### Met1 routing

Bar = 20 um. Supply wires on this layer in gray. Cells faint in the background.
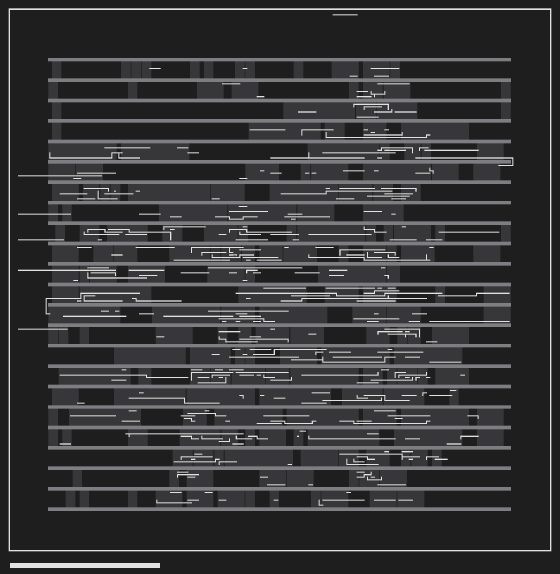
### Met2 routing

Bar = 20 um. Cells faint in the background.
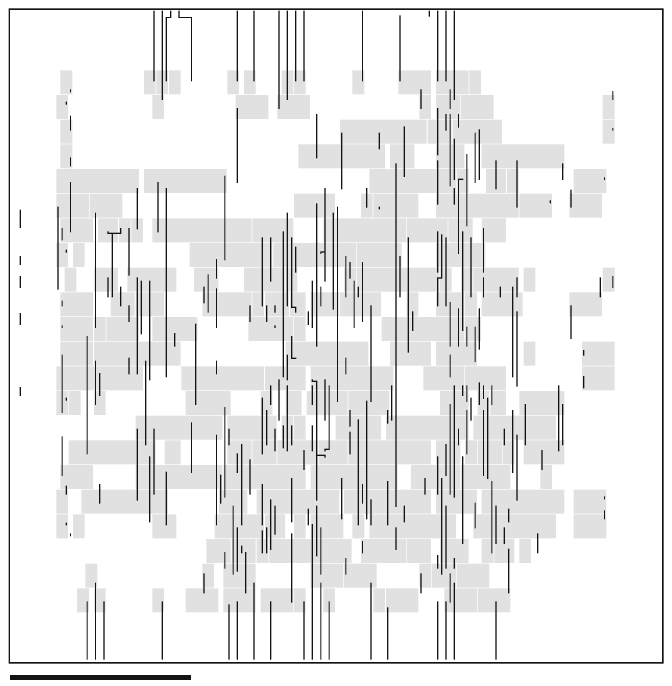
### Drive-strength map

Bar = 20 um.
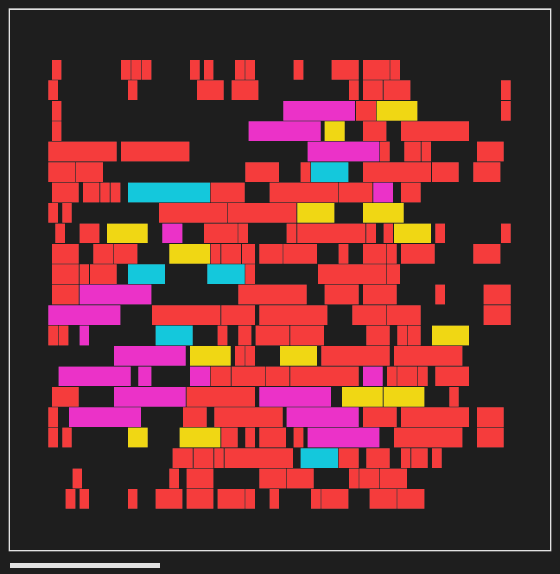
### Routing congestion map

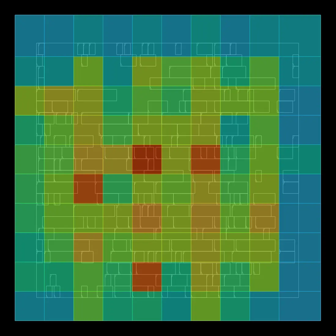
### Zoomed window

Bar = 10 um. Region (16, 2) to (56, 42) um. Cells in gray, sequential cells in the stronger gray; small squares are vias.
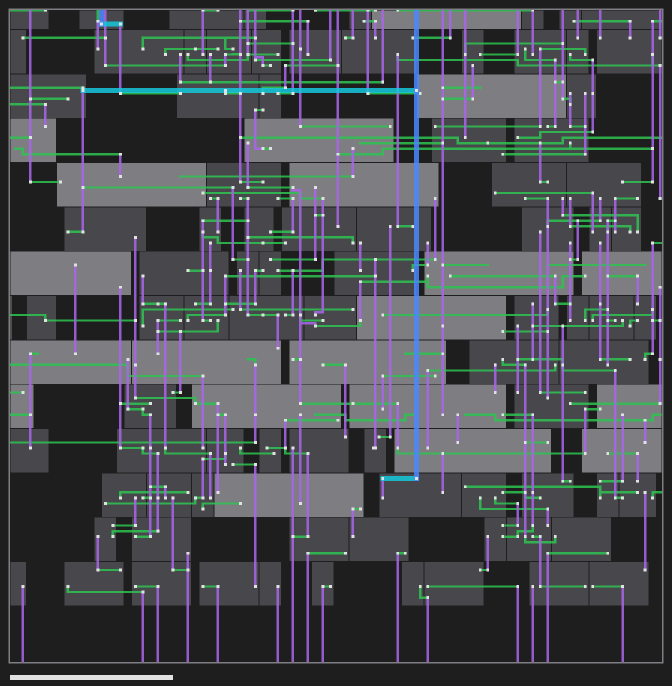
==> src/rtl/edge_detect_pkg.sv <==
// Shared types and default parameters for the multi-channel edge detector.
// EDGE_COUNT_EN (optional macro) enables the per-channel saturating edge counters.
package edge_detect_pkg;

  typedef enum logic [1:0] {
    EDGE_OFF  = 2'b00,
    EDGE_RISE = 2'b01,
    EDGE_FALL = 2'b10,
    EDGE_BOTH = 2'b11
  } edge_mode_t;

  localparam int   DEF_NUM_CH      = 4;
  localparam int   DEF_SYNC_STAGES = 2;
  localparam int   DEF_FILT_W      = 3;
  localparam logic DEF_IDLE_LEVEL  = 1'b1;
  localparam int   DEF_CNT_W       = 8;

  // new_lvl is the level the channel is about to take, so 1 means a rising transition
  function automatic logic edge_match(input edge_mode_t mode, input logic new_lvl);
    logic m;
    case (mode)
      EDGE_RISE: m = new_lvl;
      EDGE_FALL: m = ~new_lvl;
      EDGE_BOTH: m = 1'b1;
      default:   m = 1'b0;
    endcase
    return m;
  endfunction

endpackage

==> src/rtl/edge_chan.sv <==
// One channel: synchroniser, glitch filter, edge detector, sticky flag and,
// when EDGE_COUNT_EN is defined, a saturating edge counter.
module edge_chan
  import edge_detect_pkg::*;
#(
  parameter int   SYNC_STAGES = DEF_SYNC_STAGES,
  parameter int   FILT_W      = DEF_FILT_W,
  parameter logic IDLE_LEVEL  = DEF_IDLE_LEVEL,
  parameter int   CNT_W       = DEF_CNT_W
) (
  input  logic              clk,
  input  logic              rst,
  input  logic              d_i,
  input  edge_mode_t        mode_i,
  input  logic [FILT_W-1:0] filt_len_i,
  input  logic              clr_i,
  output logic              edge_o,
  output logic              level_o,
  output logic              sticky_o,
  output logic [CNT_W-1:0]  cnt_o
);

  logic [SYNC_STAGES-1:0] sync_q, sync_d;
  logic [FILT_W-1:0]      fcnt_q, fcnt_d;
  logic                   level_q, level_d;
  logic                   edge_q, edge_d;
  logic                   sticky_q, sticky_d;
  logic                   s;
  logic                   flip;

  always_comb begin
    sync_d  = {sync_q[SYNC_STAGES-2:0], d_i};
    s       = sync_q[SYNC_STAGES-1];
    // >= keeps a mid-count drop of filt_len from running the counter past its limit
    flip    = (s != level_q) && (fcnt_q >= filt_len_i);
    level_d = level_q;
    fcnt_d  = '0;
    if (s != level_q) begin
      if (flip) level_d = s;
      else      fcnt_d  = fcnt_q + 1'b1;
    end
    edge_d   = flip & edge_match(mode_i, s);
    sticky_d = edge_d | (sticky_q & ~clr_i);
  end

  always_ff @(posedge clk or posedge rst) begin
    if (rst) begin
      sync_q   <= {SYNC_STAGES{IDLE_LEVEL}};
      fcnt_q   <= '0;
      level_q  <= IDLE_LEVEL;
      edge_q   <= 1'b0;
      sticky_q <= 1'b0;
    end else begin
      sync_q   <= sync_d;
      fcnt_q   <= fcnt_d;
      level_q  <= level_d;
      edge_q   <= edge_d;
      sticky_q <= sticky_d;
    end
  end

  assign edge_o   = edge_q;
  assign level_o  = level_q;
  assign sticky_o = sticky_q;

`ifdef EDGE_COUNT_EN
  logic [CNT_W-1:0] cnt_q, cnt_d;

  // clear takes priority but still counts an edge arriving on the same cycle
  always_comb begin
    cnt_d = cnt_q;
    if (clr_i)                         cnt_d = CNT_W'(edge_d);
    else if (edge_d && (cnt_q != '1))  cnt_d = cnt_q + 1'b1;
  end

  always_ff @(posedge clk or posedge rst) begin
    if (rst) cnt_q <= '0;
    else     cnt_q <= cnt_d;
  end

  assign cnt_o = cnt_q;
`else
  assign cnt_o = '0;
`endif

endmodule

==> src/rtl/edge_detect_multi.sv <==
// Multi-channel filtered edge detector between the pads and the receiver FSMs.
// Define EDGE_COUNT_EN to enable the per-channel edge counters on edge_cnt.
module edge_detect_multi
  import edge_detect_pkg::*;
#(
  parameter int   NUM_CH      = DEF_NUM_CH,
  parameter int   SYNC_STAGES = DEF_SYNC_STAGES,
  parameter int   FILT_W      = DEF_FILT_W,
  parameter logic IDLE_LEVEL  = DEF_IDLE_LEVEL,
  parameter int   CNT_W       = DEF_CNT_W
) (
  input  logic                    clk,
  input  logic                    rst,
  input  logic [NUM_CH-1:0]       d_in,
  input  logic [2*NUM_CH-1:0]     mode,
  input  logic [FILT_W-1:0]       filt_len,
  input  logic [NUM_CH-1:0]       clr,
  output logic [NUM_CH-1:0]       d_edge,
  output logic [NUM_CH-1:0]       d_level,
  output logic [NUM_CH-1:0]       edge_sticky,
  output logic [NUM_CH*CNT_W-1:0] edge_cnt
);

  for (genvar i = 0; i < NUM_CH; i++) begin : g_ch
    edge_chan #(
      .SYNC_STAGES(SYNC_STAGES),
      .FILT_W     (FILT_W),
      .IDLE_LEVEL (IDLE_LEVEL),
      .CNT_W      (CNT_W)
    ) u_chan (
      .clk       (clk),
      .rst       (rst),
      .d_i       (d_in[i]),
      .mode_i    (edge_mode_t'(mode[2*i +: 2])),
      .filt_len_i(filt_len),
      .clr_i     (clr[i]),
      .edge_o    (d_edge[i]),
      .level_o   (d_level[i]),
      .sticky_o  (edge_sticky[i]),
      .cnt_o     (edge_cnt[i*CNT_W +: CNT_W])
    );
  end

endmodule

==> config.mk <==
export PLATFORM = sky130hd
export DESIGN_NAME = edge_detect_multi
export DESIGN_NICKNAME = d
export VERILOG_FILES = /design/src/rtl/edge_detect_pkg.sv /design/src/rtl/edge_chan.sv /design/src/rtl/edge_detect_multi.sv
export SDC_FILE = /design/constraint.sdc
export NUM_CORES = 1
export LEC_CHECK = 0
export ABC_AREA = 0
export ABC_CLOCK_PERIOD_IN_PS = 4300
export CORE_MARGIN = 5
export CORE_UTILIZATION = 49
export DETAILED_ROUTE_END_ITERATION = 8
export HOLD_SLACK_MARGIN = 0.05
export MAX_ROUTING_LAYER = met4
export PLACE_DENSITY = 0.95
export SLEW_MARGIN = 30
export SYNTH_ARGS = -nofsm -noshare
export SYNTH_HDL_FRONTEND = slang
export SYNTH_SLANG_ARGS = --single-unit
export TNS_END_PERCENT = 5
==> constraint.sdc <==
create_clock -name clk -period 4.3 [get_ports clk]
set_input_delay 0.86 -clock clk [delete_from_list [all_inputs] [get_ports clk]]
set_output_delay 0.86 -clock clk [all_outputs]
set_load 0.1 [all_outputs]
==> flow_summary.ini <==
; generated from flow reports
[die]
die_height_um = 71.9
die_width_um = 71.9
fp_util_pct = 50.9
placementRows = 22
io_pins = 65

[cells_and_area]
post_route_cells_drive_above_1_share_pct = 19.3
post-route-cell-area_sq_um = 2170
layout.filler_cells = 314
area_delta_synth_final_pct = 15.4

[min_path]
min_from = g_ch[2].u_chan.sync_q[0]
min_path_type = register to register

[placed_design]
pre_cts_ws_ns = 1.74
hpwl_um = 2190

[power]
static-leakage-power_uw = 0.00104
max-vdd-ir-drop_mv = 0.427

[job]
max-cap-violations = 0

[worst_setup_path]
critical-path-top-delay-family = buffers and inverters
critPathArrivalTime_ns = 1.99
rr_startpoint = g_ch[1].u_chan.fcnt_q[2]
cp-start-kind = register

[synth]
synth.yosys.warnings = 0
synth_adder_area_share_pct = 10.7
cell_type_contributing_the_most_total_cell_area_after_synthesis = dfrtp_1
synthesized_area_fraction_occupied_by_and_or_nand_nor_cells_pct = 10.1
synthesis.instances = 168
yosysTopAreaCellShare_pct = 26.7
yosys-dominant-comb-family = buffers and inverters

[grt]
grt_remaining_overflow = 0
first_global_vias = 1083

[outcome]
status = completed

[clock_network]
clock_tree_from_tritoncts = built
cts_htree_levels = 2

[timing]
whs_ns = 0.356
slew_limit_fails = 0
final-setup-viol-count = 0

[detailed_routing]
route.detailed.vias_per_inst = 4.40
drt_iter0_drc = 43
## Picture notes: 'Met1 routing'
nets with wire on the layer: 179
main direction: horizontal
final wirelength: 2640 um
GR Layer Usage met1: 13.4%
Vias: 1078

## Picture notes: 'Met2 routing'
longest straight run: 37.7 um
wire length on this layer: 1270 um
main direction: vertical
global-route met2 utilization: 18.1%

## Picture notes: 'Drive-strength map'
legend:
  _3 and _4 cells:
    color: yellow
    cells: 14
    share: 7.1%
  _0 and _1 cells:
    color: red
    cells: 159
    share: 81%
  _6 and larger:
    color: cyan
    cells: 6
    share: 3.0%
  _2 cells:
    color: magenta
    cells: 18
    share: 9.1%

## Picture notes: 'Routing congestion map'
global routing met3 resource utilization: 2.91%
Layout Utilization: 58.7%
total track usage: 11.4%
drt wl/cell: 10.8 um
Most Crowded Layer GR: met2

## Picture notes: 'Zoomed window'
legend:
  metal 3:
    color: cyan
  metal 4:
    color: blue
  metal 1:
    color: green
  metal 2:
    color: purple
cells with their middle in the window: 91
sequential cells in the window: 16
netlist names of flops here include: `g_ch.u_chan.fcnt_q` (8), `g_ch.u_chan.sync_q` (3), `g_ch.u_chan.level_o` (2)
most frequent: ha_1 (11), dfrtp_1 (11), clkdlybuf4s50_1 (11)

-- report_power, final --
part	switching [uW]	internal [uW]	total, uW
Clock	101	172	273
Sequential	57.2	393	450
Combinational	557	240	798
Total	716	805	1520
-- routing by layer --
| metal | up-vias | GRT usage (%) | part of all wire (%) |
|---|---|---|---|
| met3 | 5 | 2.91 | 8.0 |
| met4 | 0 | 5.64 | 1.8 |
| met5 | - | - | 0 |
| li1 | 531 | - | - |
| met1 | 506 | 13.4 | 42 |
| met2 | 36 | 18.1 | 48 |
-- path summary, 6_finish.rpt --
| path | end | slack, ns | cells after the start |
|---|---|---|---|
| max in group asynchronous | g_ch[3].u_chan.sync_q[1] | 2.77 | 3 |
| min in group asynchronous | g_ch[3].u_chan.fcnt_q[0] | 0.96 | 2 |
| worst max-delay path | d_level[1] | 1.45 | 1 |
| worst max register to register | g_ch[1].u_chan.level_o | 2.81 | 4 |
| worst min register to register | g_ch[2].u_chan.sync_q[1] | 0.36 | 0 |
| worst min-delay path | g_ch[2].u_chan.sync_q[1] | 0.36 | 0 |
-- cell usage in the layout (no fill, tap or decap) --
master,count
a21oi_1,4
and3_2,4
buf_4,2
bufinv_16,1
clkbuf_1,1
clkbuf_8,5
clkdlybuf4s50_1,32
clkinv_2,1
conb_1,32
dfrtp_1,20
dfstp_2,12
ha_1,16
inv_1,10
inv_2,1
mux2_4,4
nand2_1,8
nand3b_1,4
nor2_1,12
nor2b_4,4
o211ai_1,4
o21a_1,4
o21a_4,4
o22ai_1,4
xnor2_1,4
xor2_1,4
-- through the flow --
stage / std cells / util [%]
6_report: 245 / 58.7
5_1_grt: 245 / 58.7
4_1_cts: 245 / 58.7
3_5_place_dp: 237 / 55.8
3_3_place_gp: 237 / 55.8
2_1_floorplan: 199 / -
-- logic make-up after synthesis --
logic type / Yosys count
flip-flops: 32
XOR/XNOR: 8
buffers and inverters: 55
adder cells (fa/ha/maj): 16
other: 1
AND-OR/OR-AND: 20
multiplexers: 4
AND/OR/NAND/NOR: 32
-- state kept, by name, summed over array words and instances (netlist names) --
register              count
g_ch.u_chan.level_o       4
g_ch.u_chan.sync_q        8
g_ch.u_chan.sticky_o      4
g_ch.u_chan.edge_o        4
g_ch.u_chan.fcnt_q       12
-- worst reg2reg max path, stage by stage, from the launching register on --
cell,delay (ns)
dfrtp_1,0.40
ha_1,0.31
a21oi_1,0.23
o21a_4,0.18
mux2_4,0.30
-- cell usage after synthesis (all sizes together) --
| library cell | instances |
|---|---|
| conb | 1 |
| a21oi | 4 |
| xnor2 | 4 |
| o22ai | 4 |
| mux2 | 4 |
| nand2 | 8 |
| and3 | 4 |
| xor2 | 4 |
| nand3b | 4 |
| ha | 16 |
| nor2b | 4 |
| o21a | 8 |
| inv | 11 |
| dfrtp | 20 |
| o211ai | 4 |
| dfstp | 12 |
| buf | 44 |
| nor2 | 12 |
-- cell type report --
class | count | area [sq um] | share of cell area (%)
Multi-Input combinational cell | 112 | 806 | 37.2
Tap cell | 48 | 60.1 | 2.77
Sequential cell | 32 | 816 | 37.7
Inverter | 11 | 41.3 | 1.91
Timing Repair Buffer | 34 | 335 | 15.5
Clock inverter | 2 | 35.0 | 1.62
Clock buffer | 6 | 72.6 | 3.35
Power figures rest on the tool's default switching activity, not on a simulated workload.
